### Logic cells by family, run 1

Scale bar: 10 um.
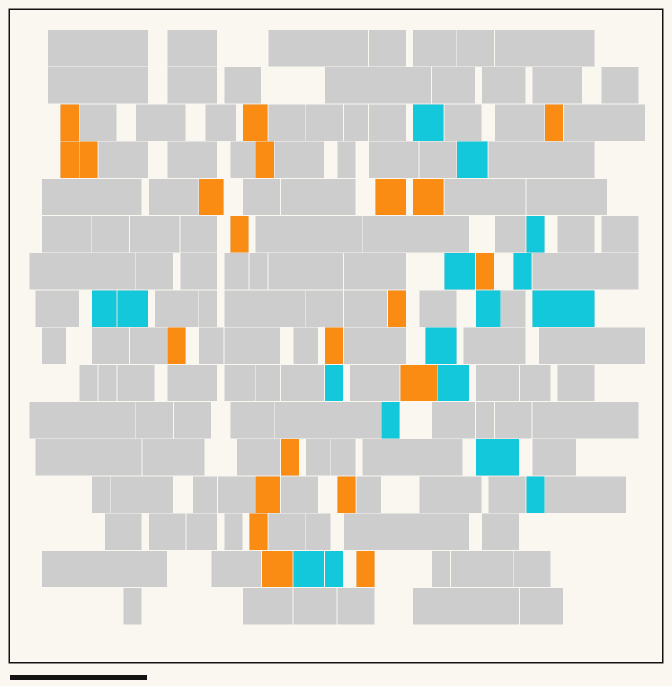
### Congestion heat map, run 1

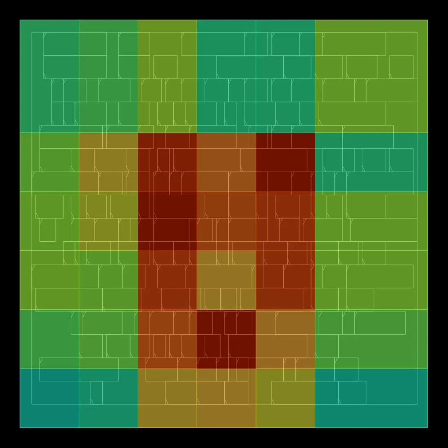
### Cell density map, run 1

10 x 10 tiles, from dark blue (low) to red (high), 0 to 100% covered.
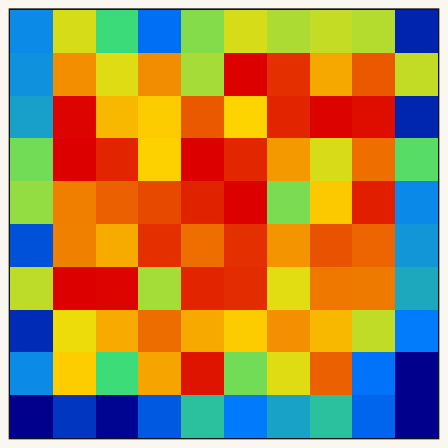
### Clock network drawn from the DEF, run 1

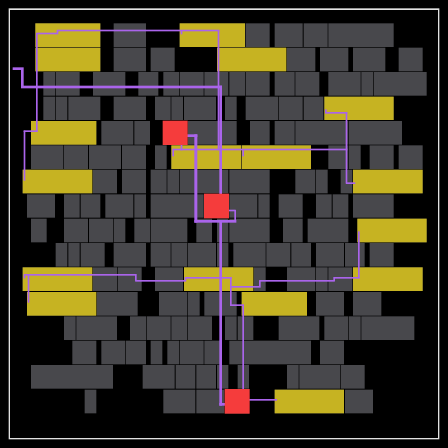
Design clk_div_scheduler_flat, sky130hd; sources not shown.
==> impl_metrics.json, run 1 <==
{
  "synthAdderAreaFrac_pct": 8.568,
  "drt-total-wl_um": 2699,
  "layout_setup_ws_ns": -0.003485,
  "endpoints_failing_setup": 1,
  "place_worst_setup_slack_ns": -0.2034,
  "finalHoldWorstSlack_ns": 0.3866,
  "yosys.cell_types.count": 36,
  "drc_violations_left": 0,
  "synth-edff-count": 0,
  "slowest_delay_ns": 0.36,
  "violated_checks": "setup timing",
  "numSynthFlops": 17,
  "synth-async-reset-ratio_pct": 0,
  "placed_cell_area_sq_mm": 0.001396,
  "status": "complete, but fails checks",
  "synth.top_cells.by_area": "sky130_fd_sc_hd__dfxtp_1 (33%), sky130_fd_sc_hd__ha_1 (8.6%), sky130_fd_sc_hd__mux2i_1 (6.9%), sky130_fd_sc_hd__nor2_1 (5.1%), sky130_fd_sc_hd__inv_1 (3.7%)",
  "power_sequential_uw": 484,
  "wl_met1_um": 1129,
  "logic_area_sq_um": 709.4,
  "fp.dieH_um": 47.68,
  "postSynthCellCount": 121,
  "sinks_on_the_clock_net": 17,
  "initialDrtViolationCount": 26,
  "first_pass_iters": 5,
  "use_met1_pct": 32.88
}
Back to the opening pictures, 'Logic cells by family':
nor cells -> orange  # cells 21
nand cells -> cyan  # cells 17
combinational share of cell area: 46.06%
most numerous logic cell after layout: sky130_fd_sc_hd__buf_4
Cell Count, Final, Fillers Out: 193

Back to the opening pictures, 'Congestion heat map':
met3 usage: 5.283%
per-cell routed wire length: 13.98 um
aggregate global-route resource usage: 28.26%
Util after Layout: 78.51%

Back to the opening pictures, 'Cell density map':
fullest tile = 100%
tiles over 75% full = 52%
densest ninth of the die = middle
nearly empty tiles = 4.0%
floorplan utilization: 52.10%
core footprint: 0.001962 sq mm

Back to the opening pictures, 'Clock network drawn from the DEF':
flip-flops -> yellow  # count 17
clock-net drivers -> red  # count 3
clock wires -> purple  # length 235 um
routed clock nets = 4
Power Clock: 227 uW
clock latency on the worst-skew pair: 0.30 ns
Clock power frac: 16.9%

[run 1: area by class of cell]
cell class / instances / area share, %
repair buffers: 45 / 24.45
flip-flops and latches: 17 / 23.07
clock buffers: 3 / 1.462
inverters: 10 / 2.437
clock inverters: 1 / 0.3249
multi-input cells: 90 / 46.06
well taps: 27 / 2.193
[run 1: metrics by stage]
step,utilization (%),TNS (ns),instances
after floorplan,-,-0.3548,117
after global placement,71.17,-1.136,185
after detailed placement,71.17,-1.828,185
after CTS,77.42,-0.09332,192
after global routing,78.51,-0.2028,193
final,78.51,-0.003485,193
[run 1: timing repair]
item,CTS,global route
resized,34,9
endpoints found under the hold margin,0,0
pin swaps,5,2
endpoints found under the setup margin,14,15
buffers inserted,4,1
==> inputs of run 2 (changes only) <==
--- a/config.mk
+++ b/config.mk
@@ -10,6 +10,7 @@
 export CTS_BUF_LIST = sky130_fd_sc_hd__clkbuf_4 sky130_fd_sc_hd__clkbuf_8
 export CTS_CLUSTER_SIZE = 16
 export DETAILED_ROUTE_END_ITERATION = 6
+export GPL_ROUTABILITY_DRIVEN = 0
 export PLACE_DENSITY = 0.77
 export REMOVE_ABC_BUFFERS = 1
 export SLEW_MARGIN = 40
### Cell density map, run 2

10 x 10 tiles, from dark blue (low) to red (high), 0 to 100% covered.
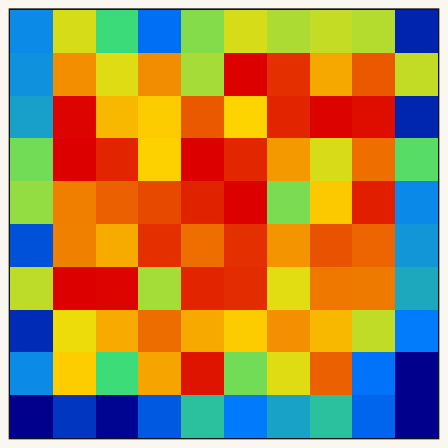
nearly empty tiles = 4.0%
mean over tiles = 66%
fullest tile = 100%
tiles over 75% full = 52%
densest ninth of the die = middle

==> run 2 against run 1 <==
Effect of this change: the run still ends with setup timing left; via count did not move; worst hold slack did not move; setup slack did not move; core utilization did not move; register-to-register slack barely moved; flip-flop count did not move; sequential power barely moved; maximum frequency did not move; synthesized area did not move; clock power barely moved; clock-buffer cell count did not move; critical endpoint unchanged.
==> impl_metrics.json, run 2 <==
{
  "status": "complete, but fails checks",
  "violated_checks": "setup timing",
  "util_after_layout_pct": 78.51,
  "final_cell_count_no_fill": 193,
  "first_pass_iters": 5,
  "synth-async-reset-ratio_pct": 0,
  "grt_util_all_layers_pct": 28.26,
  "fp.dieH_um": 47.68,
  "drc_violations_left": 0,
  "drt-total-wl_um": 2699,
  "numSynthFlops": 17,
  "largestClassByArea": "logic gates",
  "cts.repair.resized": 34,
  "clk_share_pct": 1.787,
  "clkbuf_count": 3,
  "endpoints_failing_setup": 1,
  "post-place-cells": 185,
  "core-area_sq_mm": 0.001962,
  "initialDrtViolationCount": 26,
  "comb_area_share_pct": 46.06,
  "postSynthCellCount": 121,
  "synth-edff-count": 0,
  "tapCellCount": 27,
  "yosys.cell_types.count": 36,
  "sequential_share_of_cell_area_pct": 23.07,
  "num-multi-input-gates": 90,
  "final.signal_inverter_count": 10,
  "finalHoldWorstSlack_ns": 0.3866,
  "data_path_buffer_share_of_cell_area_in_the_final_layout_pct": 24.45,
  "slowest_delay_ns": 0.36,
  "use_met1_pct": 32.88,
  "synthAdderAreaFrac_pct": 8.568,
  "route.detailed.wl_per_inst_um": 13.98,
  "layout_top_cell_excl_fill_tap": "sky130_fd_sc_hd__buf_4",
  "placed_cell_area_sq_mm": 0.001396,
  "layout_setup_ws_ns": -0.003485,
  "area_growth_syn_to_layout_pct": 50.67,
  "wl_met1_um": 1129,
  "logic_area_sq_um": 709.4,
  "sinks_on_the_clock_net": 17,
  "floorplanUtilization_pct": 52.10,
  "sequential_cell_total": 17,
  "cts_setup_buffers": 4,
  "insertion_delay_ns": 0.30,
  "final_net_count": 183,
  "place_worst_setup_slack_ns": -0.2034,
  "synth.top_cells.by_area": "sky130_fd_sc_hd__dfxtp_1 (33%), sky130_fd_sc_hd__ha_1 (8.6%), sky130_fd_sc_hd__mux2i_1 (6.9%), sky130_fd_sc_hd__nor2_1 (5.1%), sky130_fd_sc_hd__inv_1 (3.7%)",
  "layout.non_clock_buffers": 45
}
### Logic cells by family, run 2

Scale bar: 10 um.
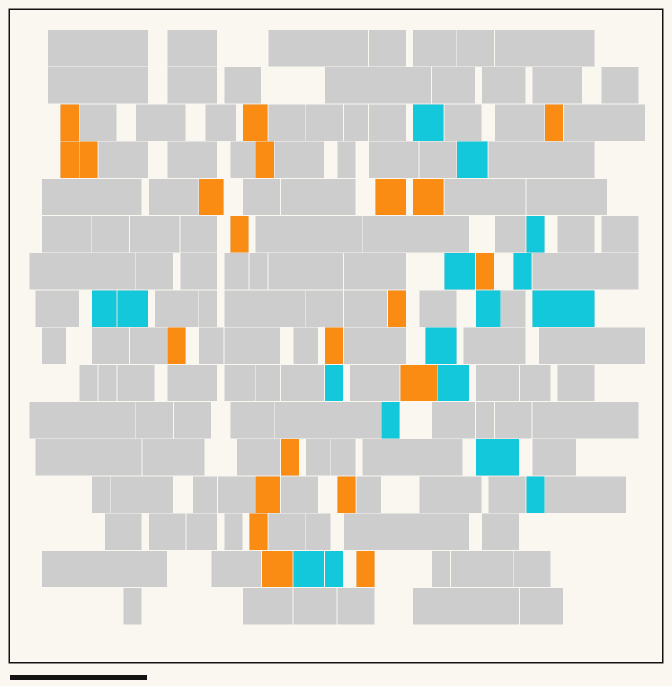
nand cells -> cyan  # cells 17
nor cells -> orange  # cells 21

-- run 2: cell counts in the layout (fill, tap and decap cells not counted) --
Identical to the previous run, type by type.
-- run 2: kinds of logic (layout without fill, tap and decap cells) --
| logic type | after synthesis | count (layout) |
|---|---|---|
| and+or+nand+nor | 43 | 43 |
| AOI/OAI and AO/OA | 27 | 27 |
| DFF | 17 | 17 |
| buffers and inverters | 14 | 59 |
| muxes | 9 | 9 |
| adders and majority gates | 7 | 7 |
| xor gates and xnor gates | 4 | 4 |
-- run 2: report_power, final --
part	switching (uW)	leakage (uW)	internal, uW
clock network	139	0.0000177	87.9
registers	35.6	0.000143	448
logic	292	0.000508	338
total	467	0.000669	875
Power is estimated from default activity; no workload was simulated.
